Figure 1. Clock network drawn from the DEF (run 1).
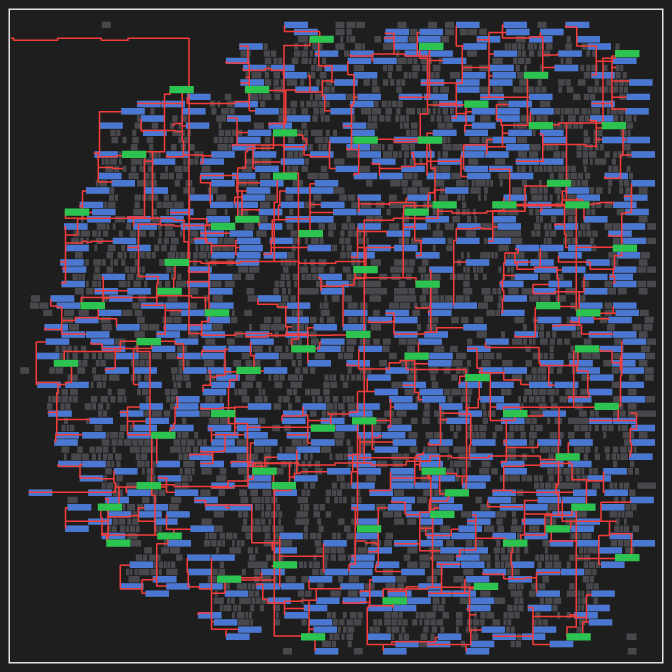
Figure 2. The clock network (run 1).
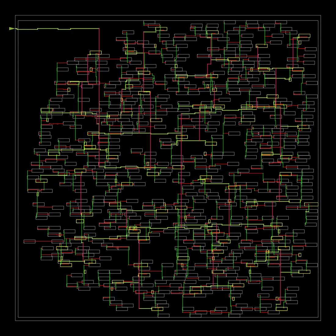
Figure 3. Met4 routing (run 1).
Bar = 50 µm.
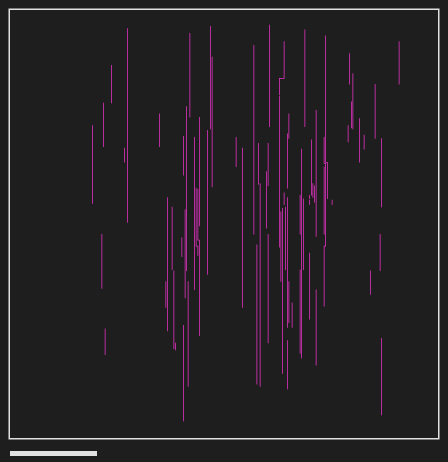
$ cat config.mk
export PLATFORM = sky130hd
export DESIGN_NAME = wb_pwm_capture_flat
export DESIGN_NICKNAME = d
export VERILOG_FILES = /design/src/rtl/wb_pwm_capture_if.sv /design/src/rtl/wb_pwm_capture.sv /design/src/flat_wrapper.sv
export SDC_FILE = /design/constraint.sdc
export NUM_CORES = 1
export LEC_CHECK = 0
export CAP_MARGIN = 0
export CORE_MARGIN = 2
export CORE_UTILIZATION = 48
export CTS_BUF_LIST = sky130_fd_sc_hd__clkbuf_16
export DETAILED_ROUTE_END_ITERATION = 8
export PLACE_DENSITY = 0.65
export SYNTH_ARGS = -nofsm -noshare
export SYNTH_HDL_FRONTEND = slang
export SYNTH_SLANG_ARGS = --single-unit
$ cat constraint.sdc
create_clock -name clk -period 24.3 [get_ports clk]
set_input_delay 2.43 -clock clk [delete_from_list [all_inputs] [get_ports clk]]
set_output_delay 2.43 -clock clk [all_outputs]
set_load 0.01 [all_outputs]
$ cat src/rtl/wb_pwm_capture_if.sv
// Wishbone classic bus bundle for wb_pwm_capture.
// The master drives the request side and the slave returns data and acknowledge.
interface wb_pwm_capture_if;
  logic        wb_stb_i;
  logic        wb_cyc_i;
  logic        wb_we_i;
  logic [31:0] wb_adr_i;
  logic [3:0]  wb_sel_i;
  logic [31:0] wb_dat_i;
  logic [31:0] wb_dat_o;
  logic        wb_ack_o;

  modport master (
    output wb_stb_i, wb_cyc_i, wb_we_i, wb_adr_i, wb_sel_i, wb_dat_i,
    input  wb_dat_o, wb_ack_o
  );

  modport slave (
    input  wb_stb_i, wb_cyc_i, wb_we_i, wb_adr_i, wb_sel_i, wb_dat_i,
    output wb_dat_o, wb_ack_o
  );
endinterface

$ cat src/rtl/wb_pwm_capture.sv
// Four-channel PWM pulse-width / period capture with a Wishbone register interface.
// Widths and periods are measured in microseconds from a shared prescaler tick.
module wb_pwm_capture #(
  parameter int unsigned CLKS_PER_US = 50,
  parameter int unsigned TIMEOUT_US  = 25000
) (
  input  logic            clk,
  input  logic            reset,
  wb_pwm_capture_if.slave bus,
  input  logic [3:0]      PWMin
);
  localparam int unsigned     PW        = $clog2(CLKS_PER_US);
  localparam logic [PW-1:0]   PRESC_MAX = PW'(CLKS_PER_US - 1);
  localparam logic [31:0]     TIMEOUT   = 32'(TIMEOUT_US);
  localparam logic [31:0]     CNT_MAX   = '1;

  typedef enum logic [1:0] {ST_IDLE, ST_HIGH, ST_LOW} state_t;

  logic [3:0]    sync1_q, sync2_q, sync3_q;
  logic [PW-1:0] presc_q, presc_d;
  logic          us_tick;
  logic          ack_q, ack_d;
  logic [31:0]   dat_q, dat_d;
  logic [3:0]    new_q, new_d;
  logic [3:0]    valid_vec, new_set;
  logic [31:0]   width_arr  [4];
  logic [31:0]   period_arr [4];
  logic [3:0]    reg_idx;
  logic          access, status_wr;
  logic [31:0]   rd_data;
  logic          unused_bits;

  assign unused_bits = ^{bus.wb_sel_i, bus.wb_adr_i[31:6], bus.wb_adr_i[1:0]};

  assign us_tick = (presc_q == PRESC_MAX);

  always_comb begin
    presc_d = us_tick ? '0 : presc_q + 1'b1;
  end

  // Bus side: one-cycle ack, ack flop forces a gap so each access acks once.
  assign reg_idx   = bus.wb_adr_i[5:2];
  assign access    = bus.wb_stb_i & bus.wb_cyc_i & ~ack_q;
  assign status_wr = access & bus.wb_we_i & (reg_idx == 4'd0);

  always_comb begin
    rd_data = '0;
    case (reg_idx)
      4'd0:    rd_data = {24'd0, new_q, valid_vec};
      4'd1:    rd_data = width_arr[0];
      4'd2:    rd_data = width_arr[1];
      4'd3:    rd_data = width_arr[2];
      4'd4:    rd_data = width_arr[3];
      4'd5:    rd_data = period_arr[0];
      4'd6:    rd_data = period_arr[1];
      4'd7:    rd_data = period_arr[2];
      4'd8:    rd_data = period_arr[3];
      default: rd_data = '0;
    endcase
  end

  always_comb begin
    ack_d = access;
    dat_d = (access & ~bus.wb_we_i) ? rd_data : dat_q;
    // A hardware set in the same cycle as a write-1-to-clear wins.
    new_d = (new_q & ~(status_wr ? bus.wb_dat_i[7:4] : 4'd0)) | new_set;
  end

  assign bus.wb_ack_o = bus.wb_stb_i & bus.wb_cyc_i & ack_q;
  assign bus.wb_dat_o = dat_q;

  always_ff @(posedge clk or posedge reset) begin
    if (reset) begin
      sync1_q <= '0;
      sync2_q <= '0;
      sync3_q <= '0;
      presc_q <= '0;
      ack_q   <= 1'b0;
      dat_q   <= '0;
      new_q   <= '0;
    end else begin
      sync1_q <= PWMin;
      sync2_q <= sync1_q;
      sync3_q <= sync2_q;
      presc_q <= presc_d;
      ack_q   <= ack_d;
      dat_q   <= dat_d;
      new_q   <= new_d;
    end
  end

  for (genvar gi = 0; gi < 4; gi++) begin : g_ch
    state_t      state_q, state_d;
    logic [31:0] hi_cnt_q, hi_cnt_d, per_cnt_q, per_cnt_d;
    logic [31:0] width_q, width_d, period_q, period_d;
    logic        valid_q, valid_d, set_new;
    logic        rise, fall, timeout;

    assign rise    = sync2_q[gi] & ~sync3_q[gi];
    assign fall    = ~sync2_q[gi] & sync3_q[gi];
    assign timeout = (per_cnt_q >= TIMEOUT);

    always_comb begin
      state_d   = state_q;
      width_d   = width_q;
      period_d  = period_q;
      valid_d   = valid_q;
      set_new   = 1'b0;
      hi_cnt_d  = (us_tick && hi_cnt_q != CNT_MAX) ? hi_cnt_q + 32'd1 : hi_cnt_q;
      per_cnt_d = (us_tick && per_cnt_q != CNT_MAX) ? per_cnt_q + 32'd1 : per_cnt_q;
      case (state_q)
        ST_IDLE: begin
          if (rise) begin
            state_d   = ST_HIGH;
            hi_cnt_d  = '0;
            per_cnt_d = '0;
          end
        end
        ST_HIGH: begin
          if (fall) begin
            state_d = ST_LOW;
            width_d = hi_cnt_q;
          end else if (timeout) begin
            state_d = ST_IDLE;
            valid_d = 1'b0;
          end
        end
        ST_LOW: begin
          // Captures use the pre-increment count; a coincident tick is dropped.
          if (rise) begin
            state_d   = ST_HIGH;
            period_d  = per_cnt_q;
            valid_d   = 1'b1;
            set_new   = 1'b1;
            hi_cnt_d  = '0;
            per_cnt_d = '0;
          end else if (timeout) begin
            state_d = ST_IDLE;
            valid_d = 1'b0;
          end
        end
        default: state_d = ST_IDLE;
      endcase
    end

    always_ff @(posedge clk or posedge reset) begin
      if (reset) begin
        state_q   <= ST_IDLE;
        hi_cnt_q  <= '0;
        per_cnt_q <= '0;
        width_q   <= '0;
        period_q  <= '0;
        valid_q   <= 1'b0;
      end else begin
        state_q   <= state_d;
        hi_cnt_q  <= hi_cnt_d;
        per_cnt_q <= per_cnt_d;
        width_q   <= width_d;
        period_q  <= period_d;
        valid_q   <= valid_d;
      end
    end

    assign valid_vec[gi]  = valid_q;
    assign new_set[gi]    = set_new;
    assign width_arr[gi]  = width_q;
    assign period_arr[gi] = period_q;
  end
endmodule

$ cat src/flat_wrapper.sv
// flat-port wrapper written by rule: the top's interface ports become plain ports
module wb_pwm_capture_flat 
#(
  parameter int unsigned CLKS_PER_US = 50,
  parameter int unsigned TIMEOUT_US  = 25000
)
  (clk, reset, PWMin, bus_wb_stb_i, bus_wb_cyc_i, bus_wb_we_i, bus_wb_adr_i, bus_wb_sel_i, bus_wb_dat_i, bus_wb_dat_o, bus_wb_ack_o);
  wb_pwm_capture_if bus_i ();
  input  logic clk;
  input  logic reset;
  input  logic [3:0] PWMin;
  input wire logic [$bits(bus_i.wb_stb_i)-1:0] bus_wb_stb_i;
  input wire logic [$bits(bus_i.wb_cyc_i)-1:0] bus_wb_cyc_i;
  input wire logic [$bits(bus_i.wb_we_i)-1:0] bus_wb_we_i;
  input wire logic [$bits(bus_i.wb_adr_i)-1:0] bus_wb_adr_i;
  input wire logic [$bits(bus_i.wb_sel_i)-1:0] bus_wb_sel_i;
  input wire logic [$bits(bus_i.wb_dat_i)-1:0] bus_wb_dat_i;
  output wire logic [$bits(bus_i.wb_dat_o)-1:0] bus_wb_dat_o;
  output wire logic [$bits(bus_i.wb_ack_o)-1:0] bus_wb_ack_o;
  assign bus_i.wb_stb_i = bus_wb_stb_i;
  assign bus_i.wb_cyc_i = bus_wb_cyc_i;
  assign bus_i.wb_we_i = bus_wb_we_i;
  assign bus_i.wb_adr_i = bus_wb_adr_i;
  assign bus_i.wb_sel_i = bus_wb_sel_i;
  assign bus_i.wb_dat_i = bus_wb_dat_i;
  assign bus_wb_dat_o = bus_i.wb_dat_o;
  assign bus_wb_ack_o = bus_i.wb_ack_o;
  wb_pwm_capture #(.CLKS_PER_US(CLKS_PER_US), .TIMEOUT_US(TIMEOUT_US)) u_core (.clk(clk), .reset(reset), .bus(bus_i), .PWMin(PWMin));
endmodule
==> results_slide.txt, run 1 <==
Run Summary

Routing
  – Initial DRC Count: 2527
  – WL met1: 36.35 mm
  – WL/cell: 24.60 µm
  – Antenna-violating nets left: 0

Logic synthesis
  – Top area cells in the synthesized netlist: dfrtp_1, mux2_2, a21oi_1
  – Syn nets: 2706
  – Async SR Flop Fraction: 1.000
  – Adder-cell share of the synthesized area: 0.006214
  – Top-area cell share: 0.5140
  – Largest logic family: simple AND/OR/NAND/NOR gates

Setup path
  – Critical path depth: 3
  – CP Class: in -> out
  – Crit. End Element: output pin
  – R2r startpoint: u_core.presc_q[1]$_DFF_PP0_
  – R2R setup slack: 20.68 ns
  – CP endpoint: bus_wb_ack_o
  – CP arrival: 3.58 ns

Finish
  – Most frequent cells in the layout: dfrtp_1, mux2_2, nand2_1
  – Post-route cell area: 31430 µm²
  – Fillers: 5018

CTS
  – CTS buffer count: 67
  – H-tree level count: 3
  – Clk sinks: 579
  – Post-CTS setup buffers: 0

Placed design
  – Pre-CTS setup slack: 17.93 ns

Pwr
  – Comb pwr share: 0.060
  – P_seq: 0.000987 W
  – Switching power: 0.0005070 W
  – Worst VDD drop: 51.14 µV

Die
  – Die area: 60680 µm²
  – Die width: 246.3 µm

Flow run
  – Tool warnings: 99

Outcome
  – Status: finished clean

Timing
  – Final Cycle Share: 0.2475
  – Final setup margin: 18.29 ns

Min path
  – WHS Endpoint: u_core.sync2_q[1]$_DFF_PP0_

GRT
  – Largest net degree at the start of global routing: 172
  – Overflow left after global routing: 0
Notes on Figure 1 above:
Key: cells driving clock nets = green [count 67]; flip-flops = blue [count 579]; clock wires = red [length 7570 µm]
Position of the flops: widely spread.

Notes on Figure 2 above:
Clock Skews: 0.03002 ns
# clk buffers: 69
worst-skew pair later-pin latency: 0.62 ns

Notes on Figure 3 above:
The wires run mostly vertical. The longest straight run is 120 µm. The layer carries 3400 µm of wire. 57 nets have wire on it.
vias: 22383
Routed WL: 84.12 mm

[run 1: final cells by class]
| class | instances | area [µm²] | area share |
|---|---|---|---|
| multi-input combinational | 1837 | 13010 | 0.4139 |
| tap | 765 | 957.2 | 0.03046 |
| clock buffer | 69 | 1727 | 0.05494 |
| sequential | 579 | 14490 | 0.4610 |
| timing repair buffer | 82 | 750.7 | 0.02389 |
| inverter | 38 | 150.1 | 0.004777 |
| clock inverter | 49 | 345.3 | 0.01099 |
[run 1: through the flow]
step | instances | total power [W]
floorplan | 2615 | 0.001090
global placement | 3301 | 0.001126
detailed placement | 3301 | 0.001130
CTS | 3419 | 0.002094
global route | 3419 | 0.002149
finish | 3419 | 0.002078
Figure 4. Cell sizes after repair (run 1).
Bar = 50 µm.
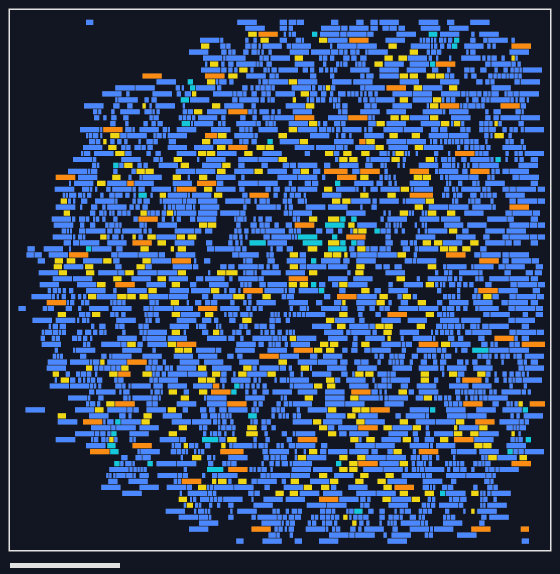

==> run 2, diff against run 1 <==
==> constraint.sdc (replaced) <==
create_clock -name clk -period 5.78 [get_ports clk]
set_input_delay 0.578 -clock clk [delete_from_list [all_inputs] [get_ports clk]]
set_output_delay 0.578 -clock clk [all_outputs]
set_load 0.01 [all_outputs]
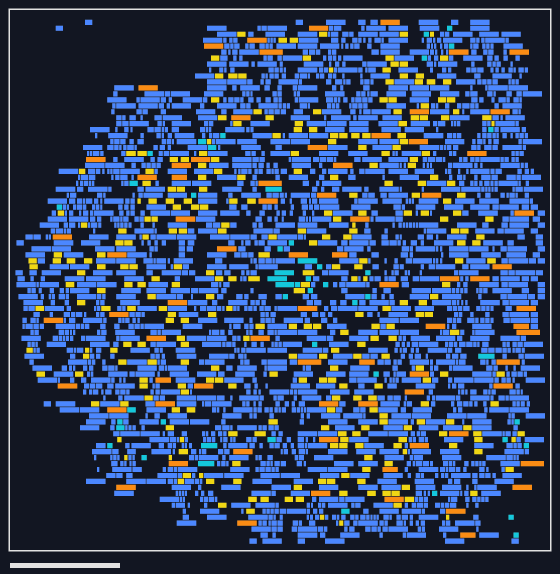
Figure 5: run 2, cell sizes after repair.
Bar = 50 µm.
Key: drive 1 or less = blue [cells 2213, share 84%]; drive 2 = yellow [cells 308, share 12%]; drive 3 to 4 = cyan [cells 47, share 1.8%]; drive 6 and up = orange [cells 74, share 2.8%]
final setup margin: 2.693 ns
post-route cell area: 31300 µm²

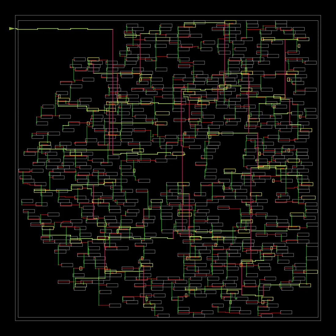
Figure 6: run 2, the clock network.
P_clk: 0.00381 W
Clock Skews: 0.03852 ns
CTS buffer count: 60

==> run 2 against run 1 <==
Effect of this change: via count up 0.67%; sequential power rose to 4.2 times the previous value; core utilization down 0.22 points.
==> results_slide.txt, run 2 <==
Run Summary

Routing
  – Initial DRC Count: 2712 (+7.3%)
  – Routed WL: 85.45 mm (+1.6%)
  – Vias: 22534 (+0.67%)
  – Antenna-violating nets left: 0 (unchanged)
  – WL/cell: 25.08 µm (+1.9%)

CTS
  – Worst-skew pair later-pin latency: 0.66 ns (+0.04 ns)
  – H-tree level count: 2 (-1)
  – Clk sinks: 579 (unchanged)
  – Post-CTS setup buffers: 0 (unchanged)

Pwr
  – Worst VDD drop: 242.0 µV (+370%)
  – Switching power: 0.002065 W (+310%)
  – Comb pwr share: 0.062 (+0.002)
  – P_seq: 0.00416 W (+320%)

Timing
  – Final Cycle Share: 0.5341
  – Slew @ Worst Pin: 1.216 ns

Finish
  – Comb/total area: 0.4154 (+0.001510)
  – Non-CTS buffers: 85 (+3.7%)
  – Sequential cell count: 579 (unchanged)
  – # clk buffers: 61 (-12%)
  – Clock-cell share of area: 0.06012 (-0.005810)
  – Flop area: 14490 µm² (unchanged)
  – Layout Cells excl Fill: 3407 (-0.35%)
  – Comb gates: 1837 (unchanged)
  – Inverters: 38 (unchanged)
  – Buffering overhead: 0.02630 (+0.002415)

Logic synthesis
  – Top-area cell share: 0.5140 (unchanged)
  – Adder-cell share of the synthesized area: 0.006214 (unchanged)
  – Largest logic family: simple AND/OR/NAND/NOR gates
  – Syn nets: 2706 (unchanged)
  – Warnings, synthesis: 0

Min path
  – WHS Endpoint: u_core.sync2_q[0]$_DFF_PP0_

Setup path
  – CP endpoint: u_core.g_ch[1].hi_cnt_q[27]$_DFF_PP0_
  – Critical path depth: 7 (+4)
  – CP Class: reg -> reg
  – R2r startpoint: u_core.presc_q[2]$_DFF_PP0_
  – Crit. End Element: flip-flop

Placed design
  – Placed cells: 3304 (+0.091%)
  – Pre-CTS setup slack: 2.313 ns (-15.62 ns)

Outcome
  – Status: finished clean

Die
  – Die width: 246.3 µm (unchanged)
  – Tap Cells: 765 (unchanged)
  – Die area: 60680 µm² (unchanged)
  – Cell Rows: 88

GRT
  – Largest net degree at the start of global routing: 149 (-13%)
  – Overflow left after global routing: 0 (unchanged)

Flow run
  – Tool warnings: 102 (+3.0%)
run 2: cell count changes in the layout (fill, tap and decap cells not counted), sizes merged:
cell      change
bufinv        +2
inv           +2
clkinvlp      +1
clkbuf        -8
buf           +3
clkinv       -12
run 2: layer usage:
| metal | vias to the layer above | wire length (µm) | GRT usage |
|---|---|---|---|
| li1 | 9997 | - | - |
| met1 | 11357 | 36700 | 0.4049 |
| met2 | 994 | 36950 | 0.4127 |
| met3 | 186 | 7529 | 0.06166 |
| met4 | 0 | 4257 | 0.1281 |
| met5 | - | 0 | 0 |
Power and IR drop assume default switching activity.
